File: config.mk
export PLATFORM = sky130hd
export DESIGN_NAME = adder_share_arb
export DESIGN_NICKNAME = d
export VERILOG_FILES = /design/src/rtl/adder_arb_pkg.sv /design/src/rtl/rr_arb2.sv /design/src/rtl/adder_share_arb.sv
export SDC_FILE = /design/constraint.sdc
export NUM_CORES = 1
export LEC_CHECK = 0
export ABC_CLOCK_PERIOD_IN_PS = 2500
export CORE_MARGIN = 10
export CORE_UTILIZATION = 45
export CTS_CLUSTER_DIAMETER = 40
export DETAILED_ROUTE_END_ITERATION = 10
export PLACE_DENSITY = 0.75
export SLEW_MARGIN = 20
export SYNTH_ARGS = -nofsm -noshare
export SYNTH_HDL_FRONTEND = slang
export SYNTH_SLANG_ARGS = --single-unit
File: constraint.sdc
create_clock -name clk -period 2.5 [get_ports clk]
set_clock_uncertainty 0.2 [all_clocks]
set_input_delay 0.5 -clock clk [delete_from_list [all_inputs] [get_ports clk]]
set_output_delay 0.5 -clock clk [all_outputs]
set_load 0.01 [all_outputs]
File: src/rtl/adder_arb_pkg.sv
// Shared types and defaults for the two-requester shared-adder arbiter.
package adder_arb_pkg;

    localparam int unsigned WIDTH_DEF = 8;

    typedef enum logic [1:0] {
        IDLE = 2'd0,
        ADD  = 2'd1,
        RESP = 2'd2
    } state_e;

endpackage

File: src/rtl/rr_arb2.sv
// Two-input round-robin grant: a lone requester wins, a tie goes to the one not granted last.
module rr_arb2 (
    input  logic [1:0] valid,
    input  logic       last_grant,
    output logic [1:0] grant,
    output logic       grant_id
);

    always_comb begin
        grant_id = 1'b0;
        grant    = 2'b00;
        case (valid)
            2'b01:   grant_id = 1'b0;
            2'b10:   grant_id = 1'b1;
            2'b11:   grant_id = ~last_grant;
            default: grant_id = 1'b0;
        endcase
        if (|valid) begin
            grant = grant_id ? 2'b10 : 2'b01;
        end
    end

endmodule

File: src/rtl/adder_share_arb.sv
// Two requesters share one WIDTH-bit adder through a round-robin arbiter and IDLE/ADD/RESP FSM.
// Define ADDER_SAT_EN to saturate rsp_sum to all-ones on carry-out.
module adder_share_arb
    import adder_arb_pkg::*;
#(
    parameter int unsigned WIDTH = WIDTH_DEF
) (
    input  logic             clk,
    input  logic             rst_n,
    input  logic             req0_valid,
    output logic             req0_ready,
    input  logic [WIDTH-1:0] req0_a,
    input  logic [WIDTH-1:0] req0_b,
    input  logic             req1_valid,
    output logic             req1_ready,
    input  logic [WIDTH-1:0] req1_a,
    input  logic [WIDTH-1:0] req1_b,
    output logic             rsp_valid,
    input  logic             rsp_ready,
    output logic             rsp_id,
    output logic [WIDTH-1:0] rsp_sum,
    output logic             rsp_carry
);

    state_e           state_q;
    state_e           state_d;
    logic [WIDTH-1:0] a_q;
    logic [WIDTH-1:0] b_q;
    logic             id_q;
    logic             last_grant_q;
    logic [1:0]       grant;
    logic             grant_id;
    logic             accept;
    logic [WIDTH:0]   sum_full;

    rr_arb2 u_arb (
        .valid      ({req1_valid, req0_valid}),
        .last_grant (last_grant_q),
        .grant      (grant),
        .grant_id   (grant_id)
    );

    // The single shared adder, fed only from the latched operands.
    assign sum_full = (WIDTH+1)'(a_q) + (WIDTH+1)'(b_q);

    always_ff @(posedge clk or negedge rst_n) begin
        if (!rst_n) begin
            state_q <= IDLE;
        end else begin
            state_q <= state_d;
        end
    end

    // Ready is only offered in IDLE, and only to the granted requester.
    always_comb begin
        state_d    = state_q;
        req0_ready = 1'b0;
        req1_ready = 1'b0;
        accept     = 1'b0;
        case (state_q)
            IDLE: begin
                req0_ready = grant[0];
                req1_ready = grant[1];
                if (|grant) begin
                    accept  = 1'b1;
                    state_d = ADD;
                end
            end
            ADD: begin
                state_d = RESP;
            end
            RESP: begin
                if (rsp_ready) begin
                    state_d = IDLE;
                end
            end
            default: begin
                state_d = IDLE;
            end
        endcase
    end

    always_ff @(posedge clk or negedge rst_n) begin
        if (!rst_n) begin
            a_q          <= '0;
            b_q          <= '0;
            id_q         <= 1'b0;
            last_grant_q <= 1'b1;
            rsp_valid    <= 1'b0;
            rsp_id       <= 1'b0;
            rsp_sum      <= '0;
            rsp_carry    <= 1'b0;
        end else begin
            rsp_valid <= (state_d == RESP);
            if (accept) begin
                a_q          <= grant_id ? req1_a : req0_a;
                b_q          <= grant_id ? req1_b : req0_b;
                id_q         <= grant_id;
                last_grant_q <= grant_id;
            end
            if (state_q == ADD) begin
                rsp_id    <= id_q;
                rsp_carry <= sum_full[WIDTH];
`ifdef ADDER_SAT_EN
                rsp_sum   <= sum_full[WIDTH] ? {WIDTH{1'b1}} : sum_full[WIDTH-1:0];
`else
                rsp_sum   <= sum_full[WIDTH-1:0];
`endif
            end
        end
    end

endmodule

**Run 1: layout detail**

Region (28, 28) to (53, 53) microns. Cells in gray, sequential cells in the stronger gray; small squares are vias.
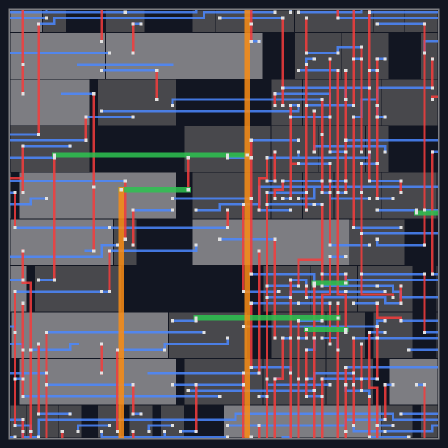
color	layer
red	M2
blue	M1
orange	M4
green	M3
sequential cells in the window	9
most frequent	dfrtp_1 (9), nand2_1 (4), ha_1 (4)
cells with their middle in the window	45
netlist names of flops here include	a_q (5), b_q (3)

**Run 1: sequential cells grouped by signal name**

Scale: 4 px per micron. Other sequential cells in the stronger gray, the rest of the logic in the fainter gray.
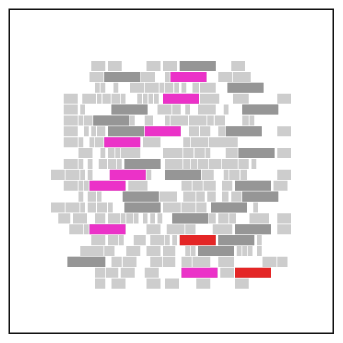
color	netlist name	sequential cells
red	state_q	2
magenta	b_q	8
register cell area after layout: 777 sq um
flip-flop and latch power: 0.000951 W
sequential portion of the cell area: 34.0%

==> CHANGELOG.md, run 1 <==
### Changed

* Worst Setup Slack post-DPL at -0.142 ns
* Mapped cell area at 1660 sq um
* Yosys aoi share at 20.1%
* Fraction of power consumed by sequential logic at 31.6%
* Placement row count at 21
* Status: complete, no violations
* Final worst-path cycle share at 94.4%
* Highest clock frequency the design can meet at 424 MHz
* Buffers & Inverters on Critical Path at 2
* Adders+Majority by Area at 7.26%
* Synth async-reset ratio at 100%
* CP max-delay cell: sky130_fd_sc_hd__clkdlybuf4s50_1
* Sw Share at 40.8%
* Net Sw Power at 0.00123 W
* Vias in the first global route at between 1000 and 1500
* Setup Crit Path Kind: primary input to output port
* Vias at 1424
* Antenna Nets Post-Route at 0
* Routed wire length at 3.99 mm
* Yosys reg bits at 31
* Filler cell count at 285
* DR DRC count at 0
* CP peak stage delay at 0.49 ns
* Buffers on Ports at 49
**Run 1: signal wires on met2**

Scale: 4 px per micron.
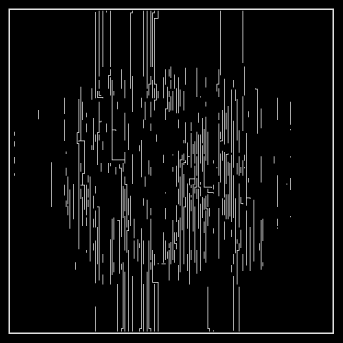
longest straight run	26.3 microns
main direction	vertical
share of all routed wire	49%
nets with wire on the layer	224
wire length on this layer	1960 microns

-- run 1: per-layer routing --
metal  vias up  global-route usage [%]  wire [microns]
li1        716                       -               -
met1       662                    14.4            1640
met2        41                    21.8            1960
met3         5                    3.79             311
met4         0                    6.57              70
met5         -                       0               0
-- run 1: through the flow --
| stage | setup TNS, ns | util [%] | instances | power (W) | cell area, sq um |
|---|---|---|---|---|---|
| 2_1_floorplan | 0 | - | 169 | 0.00211 | 1660 |
| 3_3_place_gp | -0.135 | 63.9 | 262 | 0.00255 | 2200 |
| 3_5_place_dp | -0.215 | 63.9 | 262 | 0.00264 | 2200 |
| 4_1_cts | 0 | 66.3 | 270 | 0.00302 | 2280 |
| 5_1_grt | 0 | 66.3 | 270 | 0.00326 | 2280 |
| 6_report | 0 | 66.3 | 270 | 0.00301 | 2280 |
-- run 1: cell type report --
class | instances | area, sq um | share of cell area (%)
clock buffers | 5 | 68.8 | 3.02
clock inverters | 3 | 15.0 | 0.658
multi-input cells | 127 | 820 | 35.9
flip-flops and latches | 31 | 777 | 34.0
well taps | 46 | 57.6 | 2.52
repair buffers | 55 | 533 | 23.4
inverters | 3 | 11.3 | 0.493
-- run 1: worst paths after layout --
| kind | from | end | slack (ns) | cells past startpoint |
|---|---|---|---|---|
| worst max-delay path | req1_valid | req1_ready | 0.14 | 4 |
| worst min-delay path | rsp_sum[4] | rsp_sum[4] | 0.27 | 2 |
| worst max register to register | a_q[0] | rsp_sum[6] | 0.24 | 6 |
| worst min register to register | rsp_sum[4] | rsp_sum[4] | 0.27 | 2 |
| max in group asynchronous | rst_n | last_grant_q | 1.38 | 2 |
| min in group asynchronous | rst_n | state_q[1] | 0.40 | 2 |
-- run 1: flip-flops by register name (all words and copies together), names as in the netlist, 2 cells and up --
signal	cells
state_q	2
a_q	8
rsp_sum	8
b_q	8
**Run 1: routing congestion map**

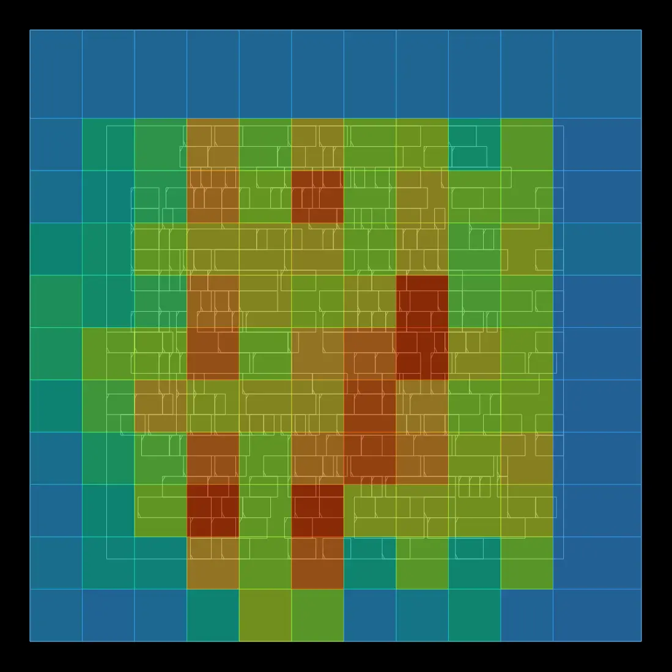

==> run 2: changes to the inputs <==
PLACE_DENSITY = 0.77   (was 0.75)
**Run 2: routing congestion map**

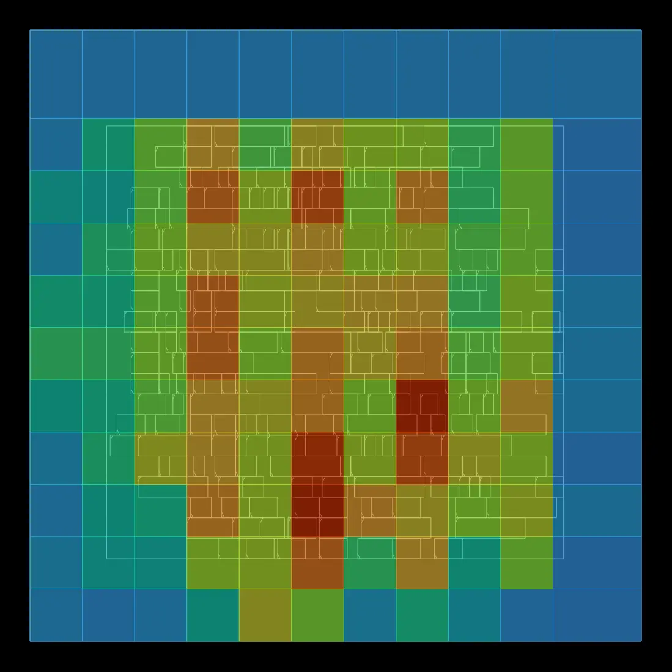
detailed-route wire length per cell: 14.7 microns
share of the core filled with cells in the final layout: 66.5%
global-route met3 utilization: 3.01%

==> run 2 against run 1 <==
Synthesized cell count did not move. Routed wire length fell by 0.20%. Synthesized area did not move. Die size did not move. Non-clock buffer count rose by 1. First-iteration DRC count rose by 25%. Hold slack improved by 0.0032 ns. Cell count rose by 0.37%. Clock-buffer cell count did not move. Sequential cell count did not move. Power fell by 0.90%.
==> CHANGELOG.md, run 2 <==
### Changed

* Final-layout clock buffer total at 5
* Top cell category: combinational gates
* CP peak stage delay at ~0.50 ns
* Crit path launch: req1_valid
* Taps Inserted at 46
* Hold-critical path depth at 2
* Number of non-clock inverters in the layout at 3
* Synth async-reset ratio at 100%
* Net Sw Power at 0.00120 W
* Largest registers: a_q x8, b_q x8, rsp_sum x8
* Clock-cell share at 3.66%
* Fin. max-slew vios at 0
* Pin count of the biggest net entering global routing at 32
* Worst Setup Slack post-DPL at -0.151 ns
* Register cell area after layout at 777 sq um
* Leading area contributor after synthesis: sky130_fd_sc_hd__dfrtp_1
* Antenna Nets Post-Route at 0
* Setup Crit Path Kind: primary input to output port
* Highest clock frequency the design can meet at about 420 MHz
* Sequential portion of the cell area at between 30% and 40%
* Status: complete, no violations
* End point of the critical path: req1_ready
* Fraction of power consumed by combinational cells at 55.7%
* Buffers on Ports at just under 50
* Tightest Hold Check Type: register to register
* Logic gate fraction of the total cell area at between 30% and 40%
* Worst r2r path cells at 6
* Prevailing post-synth register cell: sky130_fd_sc_hd__dfrtp_1
* Routed wire length at 3.98 mm
* Flip-flop and latch power at around 0.00095 W
* Buffers & Inverters on Critical Path at 2
* Placement row count at 21
* CP max-delay cell: sky130_fd_sc_hd__clkdlybuf4s50_1
* Cell internal power dissipation at 0.00178 W
* Yosys reg bits at 31
* Final worst-path cycle share at 94.7%
* Non-clock buffering overhead in the final layout at approximately a quarter
* TritonCTS sink count at 31
* Vias in the first global route at 1489
* Comb. cell area at 820 sq um
* Flop count at 31
* Combinational gates at 127
* Filler cell count at 311
* Destination of the worst register-to-register timing path: rsp_sum[6]
* Setup slack on the worst flop-to-flop path at ~0.20 ns
* DR DRC count at 0
* Depth of the critical timing path with buffers and inverters included at 4
* Static leakage power at 1.01 nW
* Worst flop-to-flop path startpoint: a_q[0]
* Fraction of power consumed by sequential logic at 32.0%
**Run 2: signal wires on met2**

Scale: 4 px per micron.
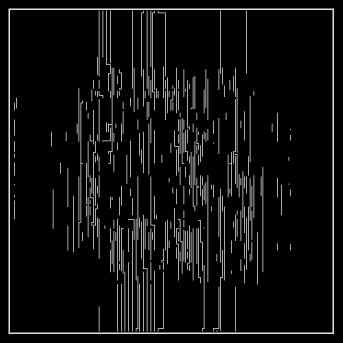
nets with wire on the layer	227
share of all routed wire	51%
longest straight run	29.9 microns
main direction	vertical
wire length on this layer	2040 microns

==> run 2: netlist changes by cell type in the layout (fill, tap and decap cells not counted), sizes merged <==
cell  before  now
buf        6    7
==> run 2: stage by stage <==
| step | TNS, ns | cell area (sq um) | total power (W) | cells | hold slack, ns |
|---|---|---|---|---|---|
| 2_1_floorplan | 0 | 1660 | 0.00211 | 169 | 0.00441 |
| 3_3_place_gp | -0.138 | 2210 | 0.00256 | 263 | 0.259 |
| 3_5_place_dp | -0.191 | 2210 | 0.00263 | 263 | 0.268 |
| 4_1_cts | 0 | 2290 | 0.00301 | 271 | 0.286 |
| 5_1_grt | 0 | 2290 | 0.00325 | 271 | 0.299 |
| 6_report | 0 | 2290 | 0.00298 | 271 | 0.277 |
==> run 2: kinds of logic after synthesis <==
group / after synthesis / synth area share [%]
buf+inv: 11 / 3.55
compound gates: 45 / 20.1
flops: 31 / 46.9
simple gates: 68 / 19.0
fa+ha+maj: 9 / 7.26
xor+xnor: 2 / 1.06
mux: 3 / 2.04
==> run 2: how the worst min path moves through the flow <==
stage	from	endpoint	slack [ns]
after floorplan	rst_n	a_q[0]	0.004
after global placement	id_q	id_q	0.26
after detailed placement	b_q[7]	b_q[7]	0.27
after CTS	rsp_sum[4]	rsp_sum[4]	0.29
after global routing	id_q	id_q	0.30
final	rsp_sum[2]	rsp_sum[2]	0.28
==> run 2: metal layers <==
metal  up-vias  wire (microns)  global-route usage, %
met5         -               0                      0
met4         0              72                   6.75
met3         6             191                   3.01
met2        28            2040                   22.3
met1       668            1680                   14.4
li1        714               -                      -
==> run 2: repair_timing <==
item                                   CTS  global route
endpoints found under the hold margin    0             0
setup endpoints to repair                2             0
hold buffers                             0             0
gates resized                            2             0
No activity file was given, so power comes from the tool's default toggle rates.
